<file path="src/rtl/ddr_pkg.sv">
// Shared types and default timing values for the DDR command arbiter.
package ddr_pkg;

    localparam int TRRD_DEFAULT = 4;
    localparam int TFAW_DEFAULT = 16;
    localparam int TRFC_DEFAULT = 32;

    localparam logic [2:0] RD_R  = 3'd0;
    localparam logic [2:0] RDA_R = 3'd1;
    localparam logic [2:0] WR_R  = 3'd2;
    localparam logic [2:0] WRA_R = 3'd3;

    typedef enum logic [2:0] {
        CMD_NOP = 3'd0,
        CMD_ACT = 3'd1,
        CMD_RD  = 3'd2,
        CMD_WR  = 3'd3,
        CMD_PRE = 3'd4,
        CMD_REF = 3'd5
    } cmd_type_e;

    typedef enum logic [1:0] {
        ARB_IDLE     = 2'd0,
        ARB_ISSUE    = 2'd1,
        ARB_REF_WAIT = 2'd2
    } arb_fsm_type;

    // Auto-precharge variants collapse onto the plain read/write command.
    function automatic cmd_type_e cas_cmd(input logic [2:0] code);
        return (code == WR_R || code == WRA_R) ? CMD_WR : CMD_RD;
    endfunction

endpackage

</file>
<file path="src/rtl/ddr_cmd_arbiter_if.sv">
// Request/grant/command bundle between the sequencers and the arbiter.
interface ddr_cmd_arbiter_if;
    import ddr_pkg::*;

    // Handshake: a requester raises *_req and holds it until it observes its
    // one-cycle *_gnt pulse; the pulse coincides with cmd_valid/cmd_type.
    logic        ref_req;
    logic        pre_req;
    logic        cas_req;
    logic        act_req;
    logic [2:0]  cas_type;
    logic        banks_idle;
    logic        ref_gnt;
    logic        pre_gnt;
    logic        cas_gnt;
    logic        act_gnt;
    logic        cmd_valid;
    cmd_type_e   cmd_type;
    logic        arb_busy;
    arb_fsm_type fsm_state;

    modport master (
        output ref_req, pre_req, cas_req, act_req, cas_type, banks_idle,
        input  ref_gnt, pre_gnt, cas_gnt, act_gnt, cmd_valid, cmd_type,
        input  arb_busy, fsm_state
    );

    modport slave (
        input  ref_req, pre_req, cas_req, act_req, cas_type, banks_idle,
        output ref_gnt, pre_gnt, cas_gnt, act_gnt, cmd_valid, cmd_type,
        output arb_busy, fsm_state
    );

endinterface

</file>
<file path="src/rtl/faw_window.sv">
// Four-slot rolling tFAW tracker: act_ok is high while fewer than four ACTs
// fall inside the current window.
module faw_window
    import ddr_pkg::*;
#(
    parameter int tFAW = TFAW_DEFAULT
) (
    input  logic clk,
    input  logic rst_n,
    input  logic slot_load,
    output logic act_ok
);

    localparam int W = $clog2(tFAW + 1);

    logic [W-1:0] slot_q [4];
    logic [W-1:0] slot_d [4];
    logic [2:0]   busy_cnt;
    logic         loaded;

    always_comb begin
        busy_cnt = '0;
        loaded   = 1'b0;
        for (int i = 0; i < 4; i++) begin
            slot_d[i] = (slot_q[i] != '0) ? slot_q[i] - W'(1) : slot_q[i];
            if (slot_q[i] != '0) begin
                busy_cnt = busy_cnt + 3'd1;
            end else if (slot_load && !loaded) begin
                // First free slot captures the new ACT.
                slot_d[i] = W'(tFAW - 1);
                loaded    = 1'b1;
            end
        end
        act_ok = (busy_cnt < 3'd4);
    end

    always_ff @(posedge clk) begin
        if (!rst_n) begin
            for (int i = 0; i < 4; i++) slot_q[i] <= '0;
        end else begin
            slot_q <= slot_d;
        end
    end

endmodule

</file>
<file path="src/rtl/ddr_cmd_arbiter.sv">
// Fixed-priority DDR command arbiter (REF > PRE > CAS > ACT) with tRRD/tFAW
// ACT pacing and a tRFC blackout after each refresh.
module ddr_cmd_arbiter
    import ddr_pkg::*;
#(
    parameter int tRRD = TRRD_DEFAULT,
    parameter int tFAW = TFAW_DEFAULT,
    parameter int tRFC = TRFC_DEFAULT
) (
    input logic              CK_t,
    input logic              reset_n,
    ddr_cmd_arbiter_if.slave arb
);

    localparam int RRD_W = $clog2(tRRD + 1);
    localparam int RFC_W = $clog2(tRFC + 1);

    arb_fsm_type state_q, state_d;
    logic        ref_gnt_q, ref_gnt_d;
    logic        pre_gnt_q, pre_gnt_d;
    logic        cas_gnt_q, cas_gnt_d;
    logic        act_gnt_q, act_gnt_d;
    logic        cmd_valid_q, cmd_valid_d;
    cmd_type_e   cmd_type_q, cmd_type_d;
    logic        arb_busy_q, arb_busy_d;
    logic [RRD_W-1:0] rrd_q, rrd_d;
    logic [RFC_W-1:0] rfc_q, rfc_d;

    logic act_ok;
    logic ref_elig, pre_elig, cas_elig, act_elig;

    faw_window #(.tFAW(tFAW)) u_faw (
        .clk      (CK_t),
        .rst_n    (reset_n),
        .slot_load(act_gnt_d),
        .act_ok   (act_ok)
    );

    always_comb begin
        state_d     = state_q;
        ref_gnt_d   = 1'b0;
        pre_gnt_d   = 1'b0;
        cas_gnt_d   = 1'b0;
        act_gnt_d   = 1'b0;
        cmd_valid_d = 1'b0;
        cmd_type_d  = CMD_NOP;
        rrd_d       = (rrd_q != '0) ? rrd_q - RRD_W'(1) : rrd_q;
        rfc_d       = (rfc_q != '0) ? rfc_q - RFC_W'(1) : rfc_q;

        // A source just granted still holds req this cycle; mask it.
        ref_elig = arb.ref_req && arb.banks_idle && !ref_gnt_q;
        pre_elig = arb.pre_req && !pre_gnt_q;
        cas_elig = arb.cas_req && !cas_gnt_q;
        act_elig = arb.act_req && !act_gnt_q && (rrd_q == '0) && act_ok;

        unique case (state_q)
            ARB_REF_WAIT: begin
                if (rfc_q == '0) state_d = ARB_IDLE;
            end
            default: begin
                state_d     = ARB_ISSUE;
                cmd_valid_d = 1'b1;
                if (ref_elig) begin
                    ref_gnt_d  = 1'b1;
                    cmd_type_d = CMD_REF;
                    state_d    = ARB_REF_WAIT;
                    rfc_d      = RFC_W'(tRFC - 1);
                end else if (pre_elig) begin
                    pre_gnt_d  = 1'b1;
                    cmd_type_d = CMD_PRE;
                end else if (cas_elig) begin
                    cas_gnt_d  = 1'b1;
                    cmd_type_d = cas_cmd(arb.cas_type);
                end else if (act_elig) begin
                    act_gnt_d  = 1'b1;
                    cmd_type_d = CMD_ACT;
                    rrd_d      = RRD_W'(tRRD - 1);
                end else begin
                    state_d     = ARB_IDLE;
                    cmd_valid_d = 1'b0;
                end
            end
        endcase

        arb_busy_d = (state_d == ARB_REF_WAIT);
    end

    always_ff @(posedge CK_t) begin
        if (!reset_n) begin
            state_q     <= ARB_IDLE;
            ref_gnt_q   <= 1'b0;
            pre_gnt_q   <= 1'b0;
            cas_gnt_q   <= 1'b0;
            act_gnt_q   <= 1'b0;
            cmd_valid_q <= 1'b0;
            cmd_type_q  <= CMD_NOP;
            arb_busy_q  <= 1'b0;
            rrd_q       <= '0;
            rfc_q       <= '0;
        end else begin
            state_q     <= state_d;
            ref_gnt_q   <= ref_gnt_d;
            pre_gnt_q   <= pre_gnt_d;
            cas_gnt_q   <= cas_gnt_d;
            act_gnt_q   <= act_gnt_d;
            cmd_valid_q <= cmd_valid_d;
            cmd_type_q  <= cmd_type_d;
            arb_busy_q  <= arb_busy_d;
            rrd_q       <= rrd_d;
            rfc_q       <= rfc_d;
        end
    end

    assign arb.ref_gnt   = ref_gnt_q;
    assign arb.pre_gnt   = pre_gnt_q;
    assign arb.cas_gnt   = cas_gnt_q;
    assign arb.act_gnt   = act_gnt_q;
    assign arb.cmd_valid = cmd_valid_q;
    assign arb.cmd_type  = cmd_type_q;
    assign arb.arb_busy  = arb_busy_q;
    assign arb.fsm_state = state_q;

endmodule

</file>
<file path="src/flat_wrapper.sv">
// flat-port wrapper written by rule: the top's interface ports become plain ports
module ddr_cmd_arbiter_flat import ddr_pkg::*;
#(
    parameter int tRRD = TRRD_DEFAULT,
    parameter int tFAW = TFAW_DEFAULT,
    parameter int tRFC = TRFC_DEFAULT
)
  (CK_t, reset_n, arb_ref_req, arb_pre_req, arb_cas_req, arb_act_req, arb_cas_type, arb_banks_idle, arb_ref_gnt, arb_pre_gnt, arb_cas_gnt, arb_act_gnt, arb_cmd_valid, arb_cmd_type, arb_arb_busy, arb_fsm_state);
  ddr_cmd_arbiter_if arb_i ();
  input logic CK_t;
  input logic reset_n;
  input wire logic [$bits(arb_i.ref_req)-1:0] arb_ref_req;
  input wire logic [$bits(arb_i.pre_req)-1:0] arb_pre_req;
  input wire logic [$bits(arb_i.cas_req)-1:0] arb_cas_req;
  input wire logic [$bits(arb_i.act_req)-1:0] arb_act_req;
  input wire logic [$bits(arb_i.cas_type)-1:0] arb_cas_type;
  input wire logic [$bits(arb_i.banks_idle)-1:0] arb_banks_idle;
  output wire logic [$bits(arb_i.ref_gnt)-1:0] arb_ref_gnt;
  output wire logic [$bits(arb_i.pre_gnt)-1:0] arb_pre_gnt;
  output wire logic [$bits(arb_i.cas_gnt)-1:0] arb_cas_gnt;
  output wire logic [$bits(arb_i.act_gnt)-1:0] arb_act_gnt;
  output wire logic [$bits(arb_i.cmd_valid)-1:0] arb_cmd_valid;
  output wire logic [$bits(arb_i.cmd_type)-1:0] arb_cmd_type;
  output wire logic [$bits(arb_i.arb_busy)-1:0] arb_arb_busy;
  output wire logic [$bits(arb_i.fsm_state)-1:0] arb_fsm_state;
  assign arb_i.ref_req = arb_ref_req;
  assign arb_i.pre_req = arb_pre_req;
  assign arb_i.cas_req = arb_cas_req;
  assign arb_i.act_req = arb_act_req;
  assign arb_i.cas_type = arb_cas_type;
  assign arb_i.banks_idle = arb_banks_idle;
  assign arb_ref_gnt = arb_i.ref_gnt;
  assign arb_pre_gnt = arb_i.pre_gnt;
  assign arb_cas_gnt = arb_i.cas_gnt;
  assign arb_act_gnt = arb_i.act_gnt;
  assign arb_cmd_valid = arb_i.cmd_valid;
  assign arb_cmd_type = arb_i.cmd_type;
  assign arb_arb_busy = arb_i.arb_busy;
  assign arb_fsm_state = arb_i.fsm_state;
  ddr_cmd_arbiter #(.tRRD(tRRD), .tFAW(tFAW), .tRFC(tRFC)) u_core (.CK_t(CK_t), .reset_n(reset_n), .arb(arb_i));
endmodule
</file>
<file path="config.mk">
export PLATFORM = sky130hd
export DESIGN_NAME = ddr_cmd_arbiter_flat
export DESIGN_NICKNAME = d
export VERILOG_FILES = /design/src/rtl/ddr_pkg.sv /design/src/rtl/ddr_cmd_arbiter_if.sv /design/src/rtl/faw_window.sv /design/src/rtl/ddr_cmd_arbiter.sv /design/src/flat_wrapper.sv
export SDC_FILE = /design/constraint.sdc
export NUM_CORES = 1
export LEC_CHECK = 0
export ABC_AREA = 1
export CAP_MARGIN = 25
export CORE_MARGIN = 3
export CORE_UTILIZATION = 35
export DETAILED_ROUTE_END_ITERATION = 8
export PLACE_DENSITY_LB_ADDON = 0.15
export SLEW_MARGIN = 20
export SYNTH_ARGS = -nofsm -noshare
export SYNTH_HDL_FRONTEND = slang
export SYNTH_HIERARCHICAL = 1
export SYNTH_SLANG_ARGS = --single-unit
</file>
<file path="constraint.sdc">
create_clock -name CK_t -period 5.5 [get_ports CK_t]
set_input_delay 1.65 -clock CK_t [delete_from_list [all_inputs] [get_ports CK_t]]
set_output_delay 1.65 -clock CK_t [all_outputs]
set_load 0.1 [all_outputs]
</file>
zoom.png
Window x 0 to 40, y 40 to 80 um. Cells in gray, sequential cells in the stronger gray; small squares are vias.
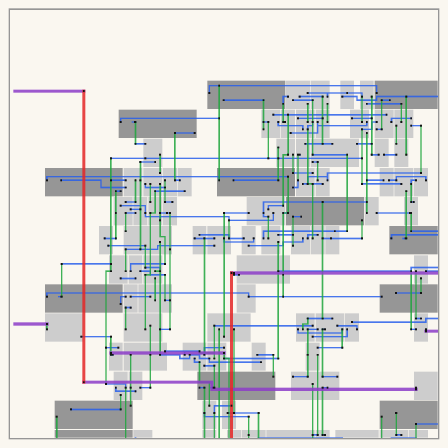
- red: met4
- green: met2
- purple: met3
- blue: met1
- netlist names of flops here include: u_core/u_faw/slot_q (11), u_core/rrd_q (1)
- cells with their middle in the window: 80
- sequential cells in the window: 12
- most frequent: nand2_1 (12), dfxtp_1 (12), inv_1 (11)

metal_stack.png
Only two layers are drawn.
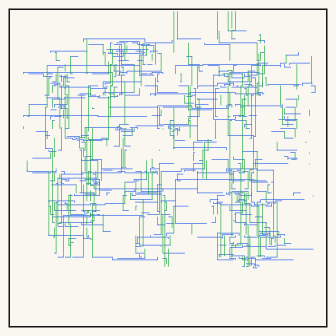
- green: met2 (wire length 1430 um)
- blue: met1 (wire length 1560 um)
WL per Instance: 9.29 um
total track usage: 0.117

-- cells by family (layout without fill, tap and decap cells) --
group,count (synthesis),in the layout,share of synthesized area
adders and majority gates,11,11,0.0712
AOI/OAI and AO/OA,34,34,0.0952
DFF,39,39,0.404
and+or+nand+nor,107,107,0.292
xor gates and xnor gates,6,6,0.0272
buffers and inverters,53,77,0.110
-- through the flow --
| stage | area (sq um) | setup slack [ns] |
|---|---|---|
| after floorplan | 1930 | 2.48 |
| after global placement | 2190 | 2.25 |
| after detailed placement | 2190 | 2.26 |
| after CTS | 2270 | 2.05 |
| after global routing | 2270 | 2.00 |
| final | 2270 | 2.07 |
-- worst reg2reg max path: stages (launching register included) --
cell and delay (ns):
dfxtp_1 0.30, inv_1 0.10, ha_1 0.27, nand3_4 0.13, nor2_8 0.16, ha_1 0.27, nand2_1 0.09, o21ai_0 0.09
nand2_1 0.10, nand4_1 0.12, nor2_1 0.14, nand2_1 0.06, inv_1 0.17, nand2_4 0.09, nor2_4 0.12, nand3_2 0.10
a21oi_1 0.14
-- layer usage --
| layer | part of all wire | vias to the layer above | GRT usage |
|---|---|---|---|
| li1 | - | 826 | - |
| met1 | 0.49 | 633 | 0.144 |
| met3 | 0.048 | 4 | 0.0381 |
| met2 | 0.45 | 22 | 0.185 |
| met5 | 0 | - | 0 |
| met4 | 0.015 | 0 | 0.0507 |
-- power breakdown --
group | switching (mW) | internal, mW | total, mW | leakage, nW
Sequential | 0.0554 | 0.371 | 0.427 | 0.322
Clock | 0.0971 | 0.0890 | 0.186 | 0.0422
Combinational | 0.436 | 0.258 | 0.694 | 0.692
==> results.txt <==
TAP cells -> 70
yosys stat area -> 0.00193 sq mm
r2r setup slk -> 2.97 ns
Max-slew headroom -> 0.351
Post-synth ARST share -> 0
Pwr Density -> 576 mW/mm^2
Synth Flop Type -> dfxtp_1
clock buffer depth -> 2
Comb/total area -> 0.414
flip-flops with a built-in enable -> 0
Tmin final -> 3.43 ns
inverter count -> 50
most frequent logic cell in the layout -> nand2_1
yosys warns -> 6
DRT Pass-1 Iters -> 4
clk sinks -> 39
clock slew at reported path FFs -> 0.07 ns
Post-Synthesis Cells -> 250
Core Box Area -> 0.00524 sq mm
Fill cells -> 524
status -> finished clean
Flop area -> 781 sq um
count leader, synth -> nand2_1
Flops after synth -> 39
final hold slack -> 0.464 ns
total power -> 1.31 mW
footprint of the multi-input gates -> 938 sq um
No activity file was given, so power comes from the tool's default toggle rates.
